==> config.mk <==
export PLATFORM = sky130hd
export DESIGN_NAME = sparse_block_scheduler
export DESIGN_NICKNAME = d
export VERILOG_FILES = /design/src/rtl/sparse_block_scheduler_pkg.sv /design/src/rtl/sparse_block_scheduler_act_skew.sv /design/src/rtl/sparse_block_scheduler.sv
export SDC_FILE = /design/constraint.sdc
export NUM_CORES = 1
export LEC_CHECK = 0
export CORE_UTILIZATION = 40
export CTS_BUF_LIST = sky130_fd_sc_hd__clkbuf_8
export CTS_CLUSTER_SIZE = 16
export DETAILED_ROUTE_END_ITERATION = 7
export GPL_TIMING_DRIVEN = 0
export PLACE_DENSITY = 0.61
export RECOVER_POWER = 50
export SLEW_MARGIN = 30
export SYNTH_ARGS = -nofsm -noshare
export SYNTH_HDL_FRONTEND = slang
export SYNTH_SLANG_ARGS = --single-unit
==> constraint.sdc <==
create_clock -name clk -period 5.7 [get_ports clk]
set_clock_uncertainty 0.2 [all_clocks]
set_input_delay 1.14 -clock clk [delete_from_list [all_inputs] [get_ports clk]]
set_output_delay 1.14 -clock clk [all_outputs]
set_load 0.01 [all_outputs]
==> src/rtl/sparse_block_scheduler_pkg.sv <==
// Shared definitions for the sparse block scheduler: FSM state encoding and
// the array-geometry constants used for draining and activation skew.
package sparse_block_scheduler_pkg;

  typedef enum logic [2:0] {
    IDLE,
    FETCH,
    LOAD,
    STREAM,
    DRAIN,
    GAP,
    FIN
  } sched_state_e;

  // Cycles of zero injection needed to flush the last vector through the array.
  function automatic int unsigned drain_len(input int unsigned n_rows,
                                            input int unsigned n_cols);
    return n_rows + n_cols - 2;
  endfunction

  // Delay, in cycles, applied to activation lane 'lane' before the array.
  function automatic int unsigned skew_depth(input int unsigned lane);
    return lane + 1;
  endfunction

endpackage

==> src/rtl/sparse_block_scheduler_act_skew.sv <==
// Per-lane activation delay lines: lane r is delayed skew_depth(r) cycles.
module act_skew_line
  import sparse_block_scheduler_pkg::*;
#(
  parameter int unsigned N_ROWS = 16,
  parameter int unsigned DATA_W = 8
) (
  input  logic                     clk,
  input  logic                     rst_n,
  input  logic [N_ROWS*DATA_W-1:0] in_flat,
  output logic [N_ROWS*DATA_W-1:0] out_flat
);

  for (genvar r = 0; r < N_ROWS; r++) begin : g_lane
    localparam int unsigned DEPTH = skew_depth(r);

    logic [DATA_W-1:0] sr_q [DEPTH];
    logic [DATA_W-1:0] sr_d [DEPTH];

    // Shift the lane by one stage per cycle.
    always_comb begin
      sr_d[0] = in_flat[r*DATA_W +: DATA_W];
      for (int unsigned i = 1; i < DEPTH; i++) begin
        sr_d[i] = sr_q[i-1];
      end
    end

    // Stage registers, cleared asynchronously.
    always_ff @(posedge clk or negedge rst_n) begin
      if (!rst_n) begin
        for (int unsigned i = 0; i < DEPTH; i++) begin
          sr_q[i] <= '0;
        end
      end else begin
        sr_q <= sr_d;
      end
    end

    assign out_flat[r*DATA_W +: DATA_W] = sr_q[DEPTH-1];
  end

endmodule

==> src/rtl/sparse_block_scheduler.sv <==
// Sparse block scheduler: fetches block descriptors, skips zero blocks, and
// sequences weight load, skewed activation streaming and array drain.
module sparse_block_scheduler
  import sparse_block_scheduler_pkg::*;
#(
  parameter int unsigned N_ROWS = 16,
  parameter int unsigned N_COLS = 16,
  parameter int unsigned DATA_W = 8,
  parameter int unsigned AW     = 16
) (
  input  logic                     clk,
  input  logic                     rst_n,
  input  logic                     start,
  input  logic [15:0]              cfg_num_blocks,
  input  logic [15:0]              cfg_k_len,
  input  logic                     desc_valid,
  output logic                     desc_ready,
  input  logic                     desc_nonzero,
  input  logic [AW-1:0]            desc_wgt_base,
  input  logic [AW-1:0]            desc_act_base,
  output logic                     wgt_rd_en,
  output logic [AW-1:0]            wgt_rd_addr,
  input  logic [N_COLS*DATA_W-1:0] wgt_rd_data,
  output logic                     act_rd_en,
  output logic [AW-1:0]            act_rd_addr,
  input  logic [N_ROWS*DATA_W-1:0] act_rd_data,
  output logic                     load_weight,
  output logic                     block_valid,
  output logic [N_COLS*DATA_W-1:0] b_out_flat,
  output logic [N_ROWS*DATA_W-1:0] a_out_flat,
  output logic                     busy,
  output logic                     done,
  output logic [15:0]              skipped_count
);

  localparam int unsigned DRAIN_LEN  = drain_len(N_ROWS, N_COLS);
  localparam logic [15:0] LOAD_LAST  = 16'(N_ROWS - 1);
  // block_valid lags the FSM by one cycle, so the DRAIN state holds one extra
  // cycle to give the array DRAIN_LEN drain cycles before the GAP low cycle.
  localparam logic [15:0] DRAIN_LAST = 16'(DRAIN_LEN);

  sched_state_e      state_q, state_d;
  logic [15:0]       blocks_left_q, blocks_left_d;
  logic [15:0]       k_len_q, k_len_d;
  logic [15:0]       cnt_q, cnt_d;
  logic [15:0]       skipped_q, skipped_d;
  logic [AW-1:0]     wgt_addr_q, wgt_addr_d;
  logic [AW-1:0]     act_addr_q, act_addr_d;
  logic              load_weight_q, load_weight_d;
  logic              block_valid_q, block_valid_d;
  logic              act_vld_q, act_vld_d;

  logic [N_ROWS*DATA_W-1:0] skew_in;

  // Next-state and counter logic for the job sequencer.
  always_comb begin
    state_d       = state_q;
    blocks_left_d = blocks_left_q;
    k_len_d       = k_len_q;
    cnt_d         = cnt_q;
    skipped_d     = skipped_q;
    wgt_addr_d    = wgt_addr_q;
    act_addr_d    = act_addr_q;
    load_weight_d = (state_q == LOAD);
    block_valid_d = (state_q == STREAM) || ((state_q == DRAIN) && (cnt_q != DRAIN_LAST));
    act_vld_d     = (state_q == STREAM);
    unique case (state_q)
      IDLE: begin
        if (start) begin
          skipped_d     = '0;
          blocks_left_d = cfg_num_blocks;
          k_len_d       = cfg_k_len;
          cnt_d         = '0;
          state_d       = (cfg_num_blocks == 16'd0) ? FIN : FETCH;
        end
      end
      FETCH: begin
        if (desc_valid) begin
          blocks_left_d = blocks_left_q - 16'd1;
          if (!desc_nonzero || (k_len_q == 16'd0)) begin
            skipped_d = skipped_q + 16'd1;
            state_d   = (blocks_left_q == 16'd1) ? FIN : FETCH;
          end else begin
            wgt_addr_d = desc_wgt_base;
            act_addr_d = desc_act_base;
            cnt_d      = '0;
            state_d    = LOAD;
          end
        end
      end
      LOAD: begin
        wgt_addr_d = wgt_addr_q + AW'(1);
        cnt_d      = cnt_q + 16'd1;
        if (cnt_q == LOAD_LAST) begin
          cnt_d   = '0;
          state_d = STREAM;
        end
      end
      STREAM: begin
        act_addr_d = act_addr_q + AW'(1);
        cnt_d      = cnt_q + 16'd1;
        if (cnt_q == k_len_q - 16'd1) begin
          cnt_d   = '0;
          state_d = DRAIN;
        end
      end
      DRAIN: begin
        cnt_d = cnt_q + 16'd1;
        if (cnt_q == DRAIN_LAST) begin
          cnt_d   = '0;
          state_d = GAP;
        end
      end
      GAP:     state_d = (blocks_left_q == 16'd0) ? FIN : FETCH;
      FIN:     state_d = IDLE;
      default: state_d = IDLE;
    endcase
  end

  // State and datapath registers, cleared asynchronously.
  always_ff @(posedge clk or negedge rst_n) begin
    if (!rst_n) begin
      state_q       <= IDLE;
      blocks_left_q <= '0;
      k_len_q       <= '0;
      cnt_q         <= '0;
      skipped_q     <= '0;
      wgt_addr_q    <= '0;
      act_addr_q    <= '0;
      load_weight_q <= 1'b0;
      block_valid_q <= 1'b0;
      act_vld_q     <= 1'b0;
    end else begin
      state_q       <= state_d;
      blocks_left_q <= blocks_left_d;
      k_len_q       <= k_len_d;
      cnt_q         <= cnt_d;
      skipped_q     <= skipped_d;
      wgt_addr_q    <= wgt_addr_d;
      act_addr_q    <= act_addr_d;
      load_weight_q <= load_weight_d;
      block_valid_q <= block_valid_d;
      act_vld_q     <= act_vld_d;
    end
  end

  assign desc_ready    = (state_q == FETCH);
  assign wgt_rd_en     = (state_q == LOAD);
  assign act_rd_en     = (state_q == STREAM);
  assign wgt_rd_addr   = wgt_addr_q;
  assign act_rd_addr   = act_addr_q;
  assign load_weight   = load_weight_q;
  assign block_valid   = block_valid_q;
  assign busy          = (state_q != IDLE);
  assign done          = (state_q == FIN);
  assign skipped_count = skipped_q;
  assign b_out_flat    = load_weight_q ? wgt_rd_data : '0;
  assign skew_in       = act_vld_q ? act_rd_data : '0;

  act_skew_line #(
    .N_ROWS (N_ROWS),
    .DATA_W (DATA_W)
  ) u_act_skew (
    .clk      (clk),
    .rst_n    (rst_n),
    .in_flat  (skew_in),
    .out_flat (a_out_flat)
  );

endmodule
Placement density heat map:
30 x 30 tiles, from white (low) to dark blue (high), 0 to 100% covered.
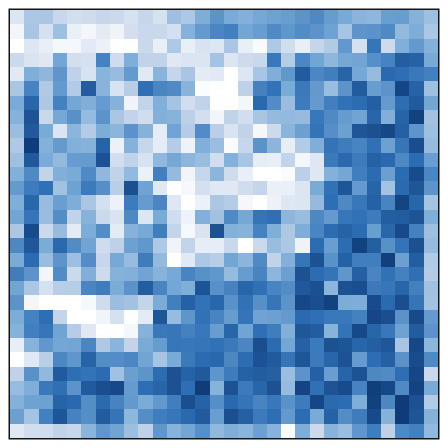
The mean over all tiles is 51%. The fullest tile reaches 95%. 2.8% of the tiles are nearly empty. 19% of the tiles are over 75% full.

Cell outlines without signal wires:
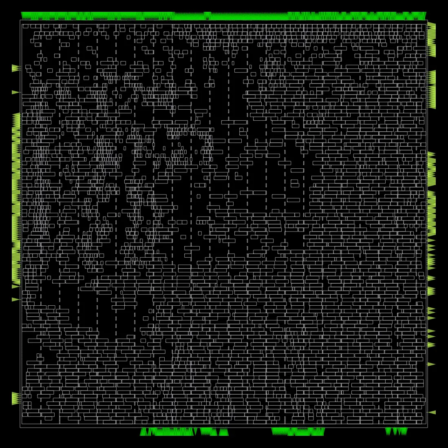
row cnt: 108
sequential cell count: 1,190

Signal wires on met2:
Cells faint in the background.
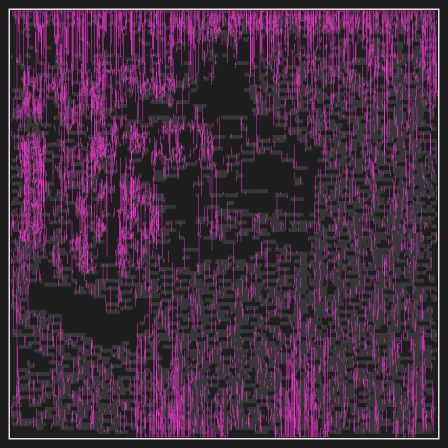
2,864 nets have wire on it. The wires run mostly vertical. The layer carries 38.2 mm of wire. The layer holds 45% of the routed length.

Metal 1:
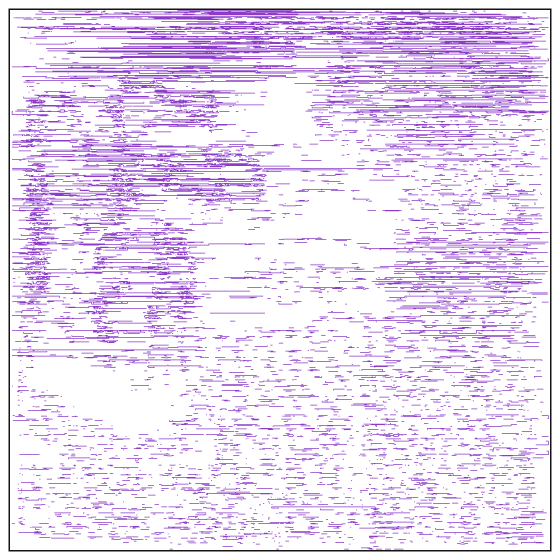
The wires run mostly horizontal. The layer carries 38.3 mm of wire. The layer holds 45% of the routed length. The longest straight run is 116 um.

==> results.sh <==
# implementation run metrics
export IMPL_finalSetupViolCount=0
export IMPL_synthCells=2141
export IMPL_fin_util_pct=54.1
export IMPL_grt_pass1_vias=20300
export IMPL_p_leak_nw=22.6
export IMPL_antenna_left=0
export IMPL_cts_repair_resize_count=0
export IMPL_path_cells="clkbuf_1 > inv_1 > nor2_1 > nand2_1 > clkinv_1 > clkbuf_1 > clkbuf_2 > clkdlybuf4s50_1"
export IMPL_areaGrowthSynthToFinish_pct=33.3
export IMPL_crit_required_ps=4360
export IMPL_crit_buf_inv=6
export IMPL_dominant_cells="sequential cells"
export IMPL_top_cell_area_share_pct=84.0
export IMPL_syn_avg_cell_area_um2=16.6
export IMPL_cp_endpoint="act_rd_en"
export IMPL_seqPwrFrac_pct=49.5
export IMPL_die_y_um=300
export IMPL_grt_usage_pct=19.3
export IMPL_crit_arrival_ps=3970
export IMPL_post_cts_setup_buffers=0
export IMPL_sh_seq_area_pct=63.0
export IMPL_holdBufCountCts=1
export IMPL_cts_buffers=182
export IMPL_powerDensity_mw_per_mm2=484
export IMPL_grt_max_degree=146
export IMPL_diodes=18
export IMPL_pg_comb_mw=4.63
export IMPL_dieArea_mm2=0.0898
export IMPL_ys_seq_elements=1190
export IMPL_num_nonclk_inverters=22
export IMPL_power_leader="registers"
export IMPL_clock_root_buffer="clkbuf_8"
export IMPL_final_comb_area_mm2=0.00529
export IMPL_violations="capacitance limit, slew limit"
export IMPL_mostFrequentLayoutCells="dfrtp_1 (1,190), clkdlybuf4s50_1 (634), clkbuf_8 (224)"
export IMPL_hold_viol=0
export IMPL_outcome="complete, but fails checks"
export IMPL_final_cell_area_mm2=0.0472
export IMPL_clock_power_share_pct=30.3
export IMPL_final_common_cell="dfrtp_1"
export IMPL_num_vias=19600
export IMPL_clock_path_buffers=3
export IMPL_met2_length_um=38200
export IMPL_io_buffers=635
export IMPL_drtIter0Drc=1340
export IMPL_comb_share_pct=11.2
export IMPL_syn_area_mm2=0.0354
export IMPL_regArea_mm2=0.0298
export IMPL_crit_path_top_delay_cell="clkdlybuf4s50_1"
export IMPL_dp_hpwl_um=61900
export IMPL_nMultiInputCombCells=856
export IMPL_crit_type="register to primary output"
export IMPL_top_cells_by_area="dfrtp_1 (84%), and2_1 (4.6%), a21oi_1 (1.2%), nand2_1 (0.96%), o21ai_0 (0.86%)"
export IMPL_worst_path_largest_cell_delay_ps=610
export IMPL_top_logic_kind="simple AND/OR/NAND/NOR gates"
export IMPL_finalSetupTns_ps=0
export IMPL_wl_met3_um=7090
export IMPL_largest_area_cell="dfrtp_1"
export IMPL_drive_gt1_share_pct=10.7
export IMPL_postSynthSeqShare_pct=84.0
export IMPL_synth_top_flop_cell="dfrtp_1"
export IMPL_wl_met1_um=38300
export IMPL_irDropWorstVdd_v=0.000256
export IMPL_drc=0
export IMPL_synth_cell_types=68
export IMPL_routedWlPerCell_um=19.9
export IMPL_ys_cells=2141
export IMPL_buffers=718
export IMPL_gp_congestion=1.01
export IMPL_cp_top_family="buffers and inverters"
export IMPL_num_tap_cells=1155
export IMPL_maxCapViolCount=2
export IMPL_slew_viol_final=230
export IMPL_cts_sinks=1190
export IMPL_rsz0062_at_grt="no"
export IMPL_routed_wl_um=85100
export IMPL_hp_class="register to register"
export IMPL_ios=636
export IMPL_synthSimpleGateAreaFrac_pct=8.81
export IMPL_reg2reg_depth=9
export IMPL_mux_share_pct=0.590
export IMPL_start_kind="register"
export IMPL_r2r_end="cnt_q[13]"
export IMPL_cts_tree="done"
export IMPL_clock_latency_ps=820
export IMPL_holdPathEnd="u_act_skew.out_flat[112]"
export IMPL_ys_area_mm2=0.0354
export IMPL_area_share_nonclk_buffers_pct=14.5
export IMPL_async_flop_share_pct=100
export IMPL_busiest_layer="met2"
export IMPL_grtUsageMet1_pct=27.7
export IMPL_reg2reg_slack_ps=2160
==> cell families after synthesis <==
family | count (synthesis)
compound gates | 247
xor+xnor | 28
fa+ha+maj | 9
buf+inv | 95
flops | 1190
mux | 19
simple gates | 553
==> through the flow <==
step | worst slack, ps | instances
detailed placement | 1090 | 3940
finish | 391 | 4279
CTS | 144 | 4261
floorplan | 2570 | 2141
global route | 159 | 4265
global placement | -46350 | 3931
==> worst reg2reg max path: stages, from the launching register on <==
cell,delay [ps]
dfrtp_1,440
inv_1,130
ha_1,210
nor3b_1,730
a31oi_1,320
a2111oi_4,460
nand4_4,230
a21oi_4,340
buf_6,230
o31ai_2,80
